$ cat src/rtl/adder_sched.sv
// Arbitrates four requesters onto one shared combinational adder; one add in flight at a time.
// Define ADDER_RR_EN for round-robin arbitration; the default build uses fixed lowest-index priority.
module adder_sched #(
  parameter int unsigned NBIT = 8,
  parameter int unsigned NREQ = 4
) (
  input  logic                 clk,
  input  logic                 rst_n,
  input  logic [NREQ-1:0]      req_valid,
  input  logic [NREQ*NBIT-1:0] req_a,
  input  logic [NREQ*NBIT-1:0] req_b,
  output logic [NREQ-1:0]      req_ready,
  output logic [NBIT-1:0]      add_a,
  output logic [NBIT-1:0]      add_b,
  input  logic [NBIT-1:0]      add_s,
  output logic                 rsp_valid,
  output logic [1:0]           rsp_id,
  output logic [NBIT-1:0]      rsp_s,
  input  logic                 rsp_ready
);

  typedef enum logic [1:0] {StIdle, StAdd, StResp} state_e;

  state_e          state_q;
  logic            run_q;
  logic [1:0]      gnt_idx;
  logic            gnt_any;
  logic [NBIT-1:0] sel_a;
  logic [NBIT-1:0] sel_b;

  assign gnt_any = |req_valid;

`ifdef ADDER_RR_EN
  logic [1:0] ptr_q;

  // Scan from the highest offset down so the first valid requester after ptr_q wins.
  always_comb begin
    gnt_idx = ptr_q;
    for (int k = int'(NREQ) - 1; k >= 0; k--) begin
      if (req_valid[ptr_q + 2'(k)]) gnt_idx = ptr_q + 2'(k);
    end
  end
`else
  always_comb begin
    gnt_idx = '0;
    for (int k = int'(NREQ) - 1; k >= 0; k--) begin
      if (req_valid[k]) gnt_idx = 2'(k);
    end
  end
`endif

  always_comb begin
    sel_a = '0;
    sel_b = '0;
    for (int i = 0; i < int'(NREQ); i++) begin
      if (gnt_idx == 2'(i)) begin
        sel_a = req_a[i*NBIT +: NBIT];
        sel_b = req_b[i*NBIT +: NBIT];
      end
    end
  end

  // The accept strobe is shown during the IDLE cycle itself so that acceptance and operand
  // capture happen on the same edge; run_q keeps it low in reset and until the first edge.
  always_comb begin
    req_ready = '0;
    if (run_q && (state_q == StIdle) && gnt_any) req_ready[gnt_idx] = 1'b1;
  end

  always_ff @(posedge clk or negedge rst_n) begin
    if (!rst_n) begin
      state_q   <= StIdle;
      run_q     <= 1'b0;
      add_a     <= '0;
      add_b     <= '0;
      rsp_id    <= '0;
      rsp_s     <= '0;
      rsp_valid <= 1'b0;
`ifdef ADDER_RR_EN
      ptr_q     <= '0;
`endif
    end else begin
      run_q <= 1'b1;
      case (state_q)
        StIdle: begin
          if (run_q && gnt_any) begin
            add_a   <= sel_a;
            add_b   <= sel_b;
            rsp_id  <= gnt_idx;
            state_q <= StAdd;
`ifdef ADDER_RR_EN
            ptr_q   <= gnt_idx + 2'd1;
`endif
          end
        end
        StAdd: begin
          rsp_s     <= add_s;
          rsp_valid <= 1'b1;
          state_q   <= StResp;
        end
        StResp: begin
          if (rsp_ready) begin
            rsp_valid <= 1'b0;
            state_q   <= StIdle;
          end
        end
        default: state_q <= StIdle;
      endcase
    end
  end

endmodule

$ cat config.mk
export PLATFORM = sky130hd
export DESIGN_NAME = adder_sched
export DESIGN_NICKNAME = d
export VERILOG_FILES = /design/src/rtl/adder_sched.sv
export SDC_FILE = /design/constraint.sdc
export NUM_CORES = 1
export LEC_CHECK = 0
export CORE_UTILIZATION = 37
export DETAILED_ROUTE_END_ITERATION = 6
export PLACE_DENSITY = 0.81
export SLEW_MARGIN = 20
export SYNTH_ARGS = -nofsm -noshare
export SYNTH_HDL_FRONTEND = slang
export SYNTH_SLANG_ARGS = --single-unit
$ cat constraint.sdc
create_clock -name clk -period 1.75 [get_ports clk]
set_input_delay 0.35 -clock clk [delete_from_list [all_inputs] [get_ports clk]]
set_output_delay 0.35 -clock clk [all_outputs]
set_load 0.1 [all_outputs]
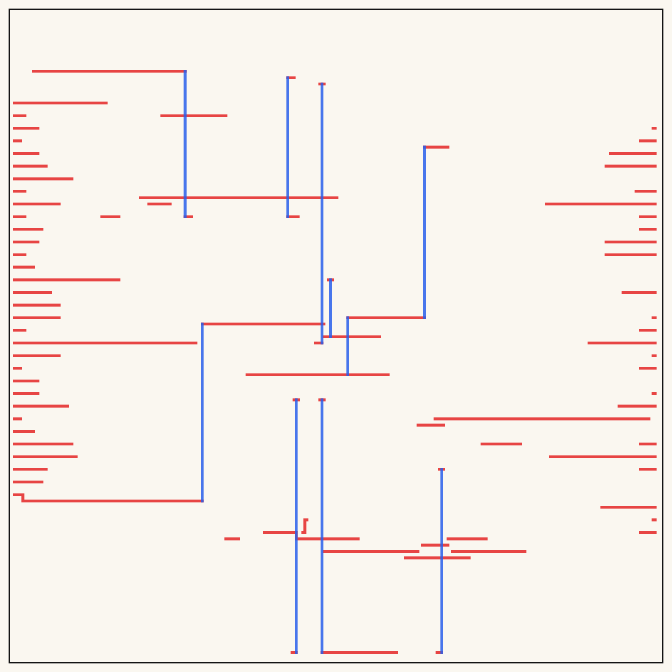
Figure 1: wiring by layer.
Only two layers are drawn.
metal 4 -> blue  # wire length 182 um
metal 3 -> red  # wire length 409 um
DR WL/cell: 15.8 um
GRT Total Usage: 24.9%

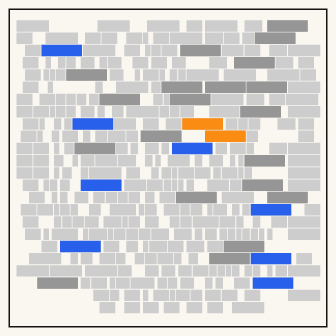
Figure 2: register map, names as in the netlist.
Other sequential cells in the stronger grey, the rest of the logic in the fainter grey.
add_a -> blue  # flops 8
state_q -> orange  # flops 2
Seq power: 1.38 mW
final core utilization: 79.6%
Seq/total area: 21.4%

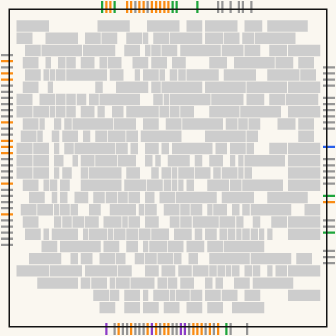
Figure 3: I/O pins on the die edge.
Pins as bars across the die edge, other pins in grey.
add_b -> green  # pins 8, direction output, edge 5 north, 2 east, 1 south
req_valid -> purple  # pins 4, direction input, edge south
req_b -> orange  # pins 32, direction input, edge 11 south, 11 north, 9 west, 1 east
rsp_ready -> blue  # pins 1, direction input, edge east
all pins by edge = 32 west, 30 south, 24 east, 24 north
die outline height: 70.2 um
IO Port Bufs: 109
width of the chip: 70.2 um

==> summary.txt <==
Implementation results.

The number of clock buffer instances in the layout is 6. The number of nets with antenna violations after detailed routing is 0. For the finished layout, the period the worst path requires is 1.82 ns.

The fraction of cell area in multi-input combinational cells is reported as 25.0%. The wire length of the first global-routing pass is 9580 um. Hold repair after CTS inserted 0 buffers. The CTS tree is built. The placer's final routability congestion estimate is 0.831.

The clock drives 30 sinks. Of the synthesized area, sequential elements account for 43.6%. Counting instances in the post-synthesis netlist gives the leading cell types as 30 x dfrtp_1, 24 x o21ai_0, 23 x nand2_1.

The share of synthesized cell area in and-or and or-and compound cells is 23.8%. The largest fanout on the critical path is 5. The number of nets in the finished design is 406.

The post-synthesis register bit count is 30. The pin count of the biggest net entering global routing is 31. The routing usage on met1 is 28.3%. The final count of pins violating max slew is 0. Looking at the clock tree report, the maximum root-to-sink buffer count equals 2. Warnings raised by the tools during the run amount to 29. The tree is rooted in a clkbuf_8. The count of antenna diodes in the layout is 0. The run finished, with violations left. In the layout the tool counted multi-input logic cells amounting to 137.

Before antenna repair, the detailed router went through 5 iterations. STA puts the critical path data required time at 1.40 ns. The launch point of the critical path was reported as state_q[0]$_DFFE_PN0P_. The area fraction of clock buffers and clock inverters is 2.71%.

The final clock period utilization by the worst path is 104%. Routing resource usage on met2 recorded by global route was 44.4%. The final worst-path setup slack is -0.0750 ns. In the final run the clock tree shows a worst skew of 0.00620 ns. Power comes to 6.70 mW. Summed over all instances, the cell type with the most area after synthesis is dfrtp_1.

The dominant non-sequential cell family after synthesis is AND-OR/OR-AND gates. The mean cell area of the mapped netlist is 8.73 um2. The master of the slowest instance on the critical path is dfrtp_1. Per the OpenROAD timing report, the critical path contains 5 cells. The total buffers and inverters traversed by the critical path is 3. Yosys printed 0 warnings. The power per cell area is 1910 nW/um2.

The post-place instance area is 3290 um2. The setup fix buffers added after clock tree synthesis is 9. The simple-gate share of the synthesized area is 18.8%.

The share of final layout cell area taken by non-clock buffers is 47.2%. Endpoints with negative setup slack in the final report add up to 4. The filler cells instantiated in the layout total 283. The number of global-route vias before repair is 2099. The top cell type's share of synthesized area is 43.6%. Per the timing report, the most critical flop-to-flop path finishes at add_b[4]$_DFFE_PN0P_. For the final routed database, the setup TNS stands at -0.259 ns. Setup repair after global routing could not meet its margin everywhere.

The adder and majority cell fraction of the synthesized area is 0%. Per the post-place timing report, worst setup slack is -0.406 ns. The tightest hold path in the finished design has a slack of 0.466 ns. In the synthesized netlist, mux cells make up 5.24% of the area.

Hold-check failures listed in the final report amount to 0. The ratio of cells with drive above 1 in the final layout is 27.4%. On the critical path the largest part of the delay comes from buffers and inverters. The power report puts the leakage power at 1.49 nW.

The type of the most critical hold path is input port to async pin. STA reports a reg2reg setup slack of 0.19 ns. The most frequent cell on the critical path is buf_12.

The cell area that synthesis handed to floorplanning was 1720 um2. The via count is 2024. Static timing analysis puts the maximum clock frequency at 548 MHz. The depth of the CTS H-tree is 2. The HPWL after detailed placement is 4350 um. The checks that failed: negative setup slack.
==> report_power, final <==
part	leakage, nW	switching (mW)	internal (mW)	total (mW)
registers	0.349	0.360	1.02	1.38
logic	1.09	2.94	1.79	4.73
clock network	0.0472	0.278	0.316	0.594
==> metal layers <==
layer,up-vias,part of all wire [%],wire length [um]
met5,-,0,0
met4,0,3.0,182
met3,20,6.8,409
met2,107,53,3190
met1,935,37,2230
li1,962,-,-
==> sequential cells by signal (all words and copies together) (netlist names) <==
name and cells:
add_a 8, add_b 8, rsp_id 2, rsp_s 8
rsp_valid 1, run_q 1, state_q 2
==> kinds of logic after synthesis <==
logic type,after synthesis
buffers and inverters,30
other,1
AND/OR/NAND/NOR,57
multiplexers,8
AND-OR/OR-AND,71
flip-flops,30
No activity file was given, so power comes from the tool's default toggle rates.
